## config.mk

```make
export PLATFORM = sky130hd
export DESIGN_NAME = uart_frame_rx
export DESIGN_NICKNAME = d
export VERILOG_FILES = /design/src/rtl/uart_frame_pkg.sv /design/src/rtl/uart_gap_timer.sv /design/src/rtl/uart_frame_rx.sv
export SDC_FILE = /design/constraint.sdc
export NUM_CORES = 1
export LEC_CHECK = 0
export CAP_MARGIN = 20
export CORE_ASPECT_RATIO = 1.5
export CORE_UTILIZATION = 40
export DETAILED_ROUTE_END_ITERATION = 8
export PLACE_DENSITY_LB_ADDON = 0.12
export SYNTH_ARGS = -nofsm -noshare
export SYNTH_HDL_FRONTEND = slang
export SYNTH_SLANG_ARGS = --single-unit
```

## constraint.sdc

```tcl
create_clock -name clk -period 3.5 [get_ports clk]
set_input_delay 0.35 -clock clk [delete_from_list [all_inputs] [get_ports clk]]
set_output_delay 0.35 -clock clk [all_outputs]
set_load 0.02 [all_outputs]
```

## src/rtl/uart_frame_pkg.sv

```systemverilog
// Shared definitions for the UART frame link: header marker, frame length,
// inter-byte timeout and the receiver state encoding.
package uart_frame_pkg;

  // Frame start marker used by both transmitter and receiver.
  localparam logic [7:0] FRAME_HDR = 8'hAA;

  // Payload bytes per frame.
  localparam int FRAME_NBYTES = 36;

  // Width and default terminal count of the inter-byte gap timer.
  localparam int GAP_W = 18;
  localparam logic [GAP_W-1:0] GAP_TIMEOUT = 18'h3FFFF;

  // Receiver states.
  typedef enum logic [1:0] {
    ST_IDLE = 2'd0,
    ST_RECV = 2'd1,
    ST_CHK  = 2'd2,
    ST_DONE = 2'd3
  } rx_state_t;

  // True while a frame is in flight (payload or checksum still expected).
  function automatic logic in_frame(input rx_state_t s);
    return (s == ST_RECV) || (s == ST_CHK);
  endfunction

endpackage

```

## src/rtl/uart_gap_timer.sv

```systemverilog
// Inter-byte gap timer. Counts cycles while enabled and saturates at LIMIT;
// expired is high for as long as the count sits at LIMIT. clear wins over
// enable so a byte arriving on the terminal-count cycle restarts the gap.
module uart_gap_timer
  import uart_frame_pkg::*;
#(
  parameter logic [GAP_W-1:0] LIMIT = GAP_TIMEOUT
) (
  input  logic clk,
  input  logic reset,
  input  logic clear,
  input  logic enable,
  output logic expired
);

  logic [GAP_W-1:0] count_reg;

  // Gap counter: cleared on demand, otherwise counts up to LIMIT and holds.
  always_ff @(posedge clk or negedge reset) begin
    if (!reset) begin
      count_reg <= '0;
    end else if (clear) begin
      count_reg <= '0;
    end else if (enable && (count_reg != LIMIT)) begin
      count_reg <= count_reg + 1'b1;
    end
  end

  assign expired = (count_reg == LIMIT);

endmodule

```

## src/rtl/uart_frame_rx.sv

```systemverilog
// Frame receiver: waits for a header byte, shifts NBYTES payload bytes
// MSB-first into a wide word, optionally checks a trailing XOR checksum and
// publishes good frames with a one-cycle frame_valid pulse. Bad checksums
// and stalled frames produce a one-cycle frame_err pulse instead.
module uart_frame_rx
  import uart_frame_pkg::*;
#(
  parameter int               NBYTES   = FRAME_NBYTES,
  parameter logic [7:0]       HDR_BYTE = FRAME_HDR,
  parameter logic [GAP_W-1:0] TIMEOUT  = GAP_TIMEOUT,
  parameter int               CHK_EN   = 1
) (
  input  logic                  clk,
  input  logic                  reset,
  input  logic                  rdsig,
  input  logic [7:0]            rxdata,
  output logic [NBYTES*8-1:0]   frame_data,
  output logic                  frame_valid,
  output logic                  frame_err,
  output logic                  busy
);

  localparam int W  = NBYTES * 8;
  localparam int CW = (NBYTES > 1) ? $clog2(NBYTES) : 1;
  localparam logic [CW-1:0] LAST = CW'(NBYTES - 1);

  rx_state_t      state_reg, state_next;
  logic [CW-1:0]  count_reg, count_next;
  logic [7:0]     acc_reg, acc_next;
  logic [W-1:0]   shift_reg, shift_next;
  logic [W-1:0]   data_reg, data_next;
  logic           valid_reg, valid_next;
  logic           err_reg, err_next;

  logic           active;
  logic           gap_expired;

  assign active = in_frame(state_reg);

  // Gap timer runs only inside a frame; any accepted byte, or being outside
  // a frame, keeps it at zero.
  uart_gap_timer #(
    .LIMIT (TIMEOUT)
  ) u_gap_timer (
    .clk     (clk),
    .reset   (reset),
    .clear   (rdsig || !active),
    .enable  (active && !rdsig),
    .expired (gap_expired)
  );

  // State and datapath registers; everything returns to zero on reset.
  always_ff @(posedge clk or negedge reset) begin
    if (!reset) begin
      state_reg <= ST_IDLE;
      count_reg <= '0;
      acc_reg   <= '0;
      shift_reg <= '0;
      data_reg  <= '0;
      valid_reg <= 1'b0;
      err_reg   <= 1'b0;
    end else begin
      state_reg <= state_next;
      count_reg <= count_next;
      acc_reg   <= acc_next;
      shift_reg <= shift_next;
      data_reg  <= data_next;
      valid_reg <= valid_next;
      err_reg   <= err_next;
    end
  end

  // Next-state and datapath logic; pulses default low, data holds.
  always_comb begin
    state_next = state_reg;
    count_next = count_reg;
    acc_next   = acc_reg;
    shift_next = shift_reg;
    data_next  = data_reg;
    valid_next = 1'b0;
    err_next   = 1'b0;

    case (state_reg)
      ST_IDLE, ST_DONE: begin
        // DONE publishes the assembled frame, then behaves like IDLE for the
        // byte arriving in the same cycle so back-to-back frames work.
        if (state_reg == ST_DONE) begin
          data_next  = shift_reg;
          valid_next = 1'b1;
          state_next = ST_IDLE;
        end
        if (rdsig && (rxdata == HDR_BYTE)) begin
          state_next = ST_RECV;
          count_next = '0;
          acc_next   = '0;
        end
      end

      ST_RECV: begin
        if (rdsig) begin
          // Header-valued bytes are plain payload here; no resync.
          shift_next = {shift_reg[W-9:0], rxdata};
          acc_next   = acc_reg ^ rxdata;
          if (count_reg == LAST) begin
            count_next = '0;
            state_next = (CHK_EN != 0) ? ST_CHK : ST_DONE;
          end else begin
            count_next = count_reg + 1'b1;
          end
        end else if (gap_expired) begin
          err_next   = 1'b1;
          state_next = ST_IDLE;
        end
      end

      ST_CHK: begin
        if (rdsig) begin
          if (rxdata == acc_reg) begin
            state_next = ST_DONE;
          end else begin
            err_next   = 1'b1;
            state_next = ST_IDLE;
          end
        end else if (gap_expired) begin
          err_next   = 1'b1;
          state_next = ST_IDLE;
        end
      end

      default: state_next = ST_IDLE;
    endcase
  end

  assign frame_data  = data_reg;
  assign frame_valid = valid_reg;
  assign frame_err   = err_reg;
  assign busy        = active;

endmodule
```

==> images/gates.png <==
Bar = 50 microns.
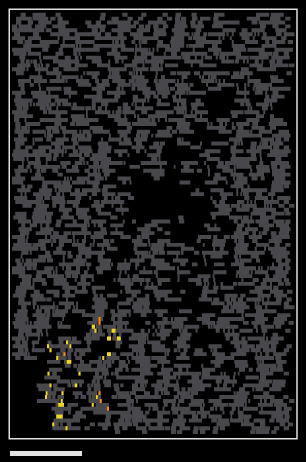
nor cells -> yellow  # cells 29, where lower left
inv cells -> orange  # cells 6
non-filler instance count after layout: 3148
Commonest Layout Cell: nand2_1
combinational share of cell area: 26.05%

==> images/layers.png <==
Bar = 50 microns.
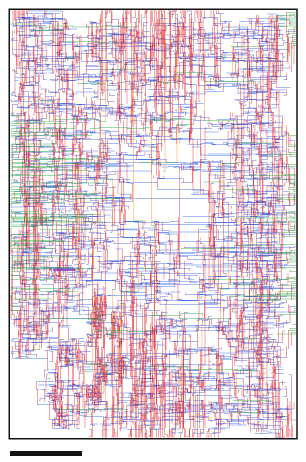
M5 -> purple  # wire length 13.8 microns
M4 -> orange  # wire length 1270 microns
M3 -> green  # wire length 3940 microns
M2 -> red  # wire length 28.1 mm
M1 -> blue  # wire length 23.8 mm
final WL: 57170 microns
drt wl/cell: 18.16 microns
gr usage total: 19.69%

==> images/m4.png <==
Bar = 50 microns.
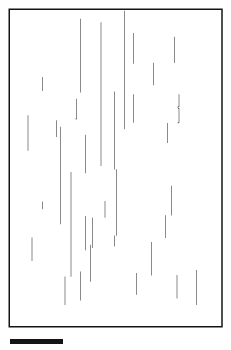
main direction = vertical
wire length on this layer = 1270 microns
share of all routed wire = 2.2%
vias after detailed routing: 15200

==> results.cfg <==
; flow metrics
[worst_setup_path]
r2r_end = shift_reg[257]
cpPeakStageDelay_ns = 0.69
start_kind = register
cp.required_ns = 3.15
worstSetupPathType = reg2out
r2r_setup_slack_ns = 1.30

[grt]
antenna_found_initial = 1
grt_pass1_vias = 15912

[clock_network]
clk_pin_slew_ns = 0.06
clock-sinks = 612
ctsResizeCount = 0
cts_made_buffers = 57
clockBufferDepth = 3
insertion_delay_ns = 0.61

[yosys]
ys_types = 52
synth_area_sq_um = 23420
ys_top_logic_family = simple AND/OR/NAND/NOR gates
synth_top_flop_cell = dfrtp_1
synth_compound_gate_area_share_pct = 1.709
ys_sh_adder_pct = 0.3205
syn_avg_cell_area_sq_um = 11.47
synth_nets = 2060
ys_warn_count = 0
synthCells = 2043

[placed_design]
io_buffer_count = 301
place_congestion = 0.7718

[detailed_routing]
drc = 0

[sta]
skew_ns = 0.01836
slew_violations = 0
slew_headroom_pct = 41.38

[floorplanning]
coreArea_sq_um = 57840

[status]
outcome = finished clean

[job]
maxCapViolations = 0
-- per-layer routing --
layer  global-route usage [%]  up-vias  part of all wire [%]
met5                        0        -                 0.023
met4                    5.416        2                   2.2
met3                    5.744       79                   6.9
met2                    32.72      292                    49
met1                    24.83     7634                    42
li1                         -     7193                     -
-- stage by stage --
step / setup slack [ns] / cells / area, sq um / total power [W]
3_5_place_dp: 1.123 / 3045 / 27450 / 0.01282
4_1_cts: 0.6951 / 3148 / 29390 / 0.01935
5_1_grt: 0.6112 / 3148 / 29390 / 0.01999
2_1_floorplan: 1.563 / 2043 / 23430 / 0.01090
6_report: 0.7382 / 3148 / 29390 / 0.01903
3_3_place_gp: 1.226 / 3045 / 27450 / 0.01276
-- where the power goes --
part           internal (W)  switching [W]
clock               0.00374        0.00266
sequential          0.00792       0.000649
combinational       0.00162        0.00245
total                0.0133        0.00575
-- cells in the final DEF, fill, tap and decap left out, types with 15 or more instances in the layout --
cell type,instances
mux2_2,288
clkdlybuf4s50_1,300
xnor2_1,19
o21ai_0,20
dfrtp_1,612
buf_4,15
nand2_1,875
clkbuf_16,59
buf_12,18
nor2_1,19
-- worst register-to-register path, cell delays in order, from the launching register on --
cell and delay [ns]:
dfrtp_1 0.43, inv_1 0.10, ha_1 0.42, and2_4 0.36, buf_4 0.55, nand2_1 0.19
nand2_1 0.09
-- cell type report --
cell class                      instances  area, sq um  share of cell area (%)
Sequential cell                       612        15310                   52.12
Multi-Input combinational cell       1323         7656                   26.05
Timing Repair Buffer                  335         3501                   11.91
Clock buffer                           87         1722                   5.859
Tap cell                              770        963.4                   3.279
Clock inverter                         15        206.4                  0.7025
Inverter                                6        22.52                 0.07664
Power figures rest on the tool's default switching activity, not on a simulated workload.
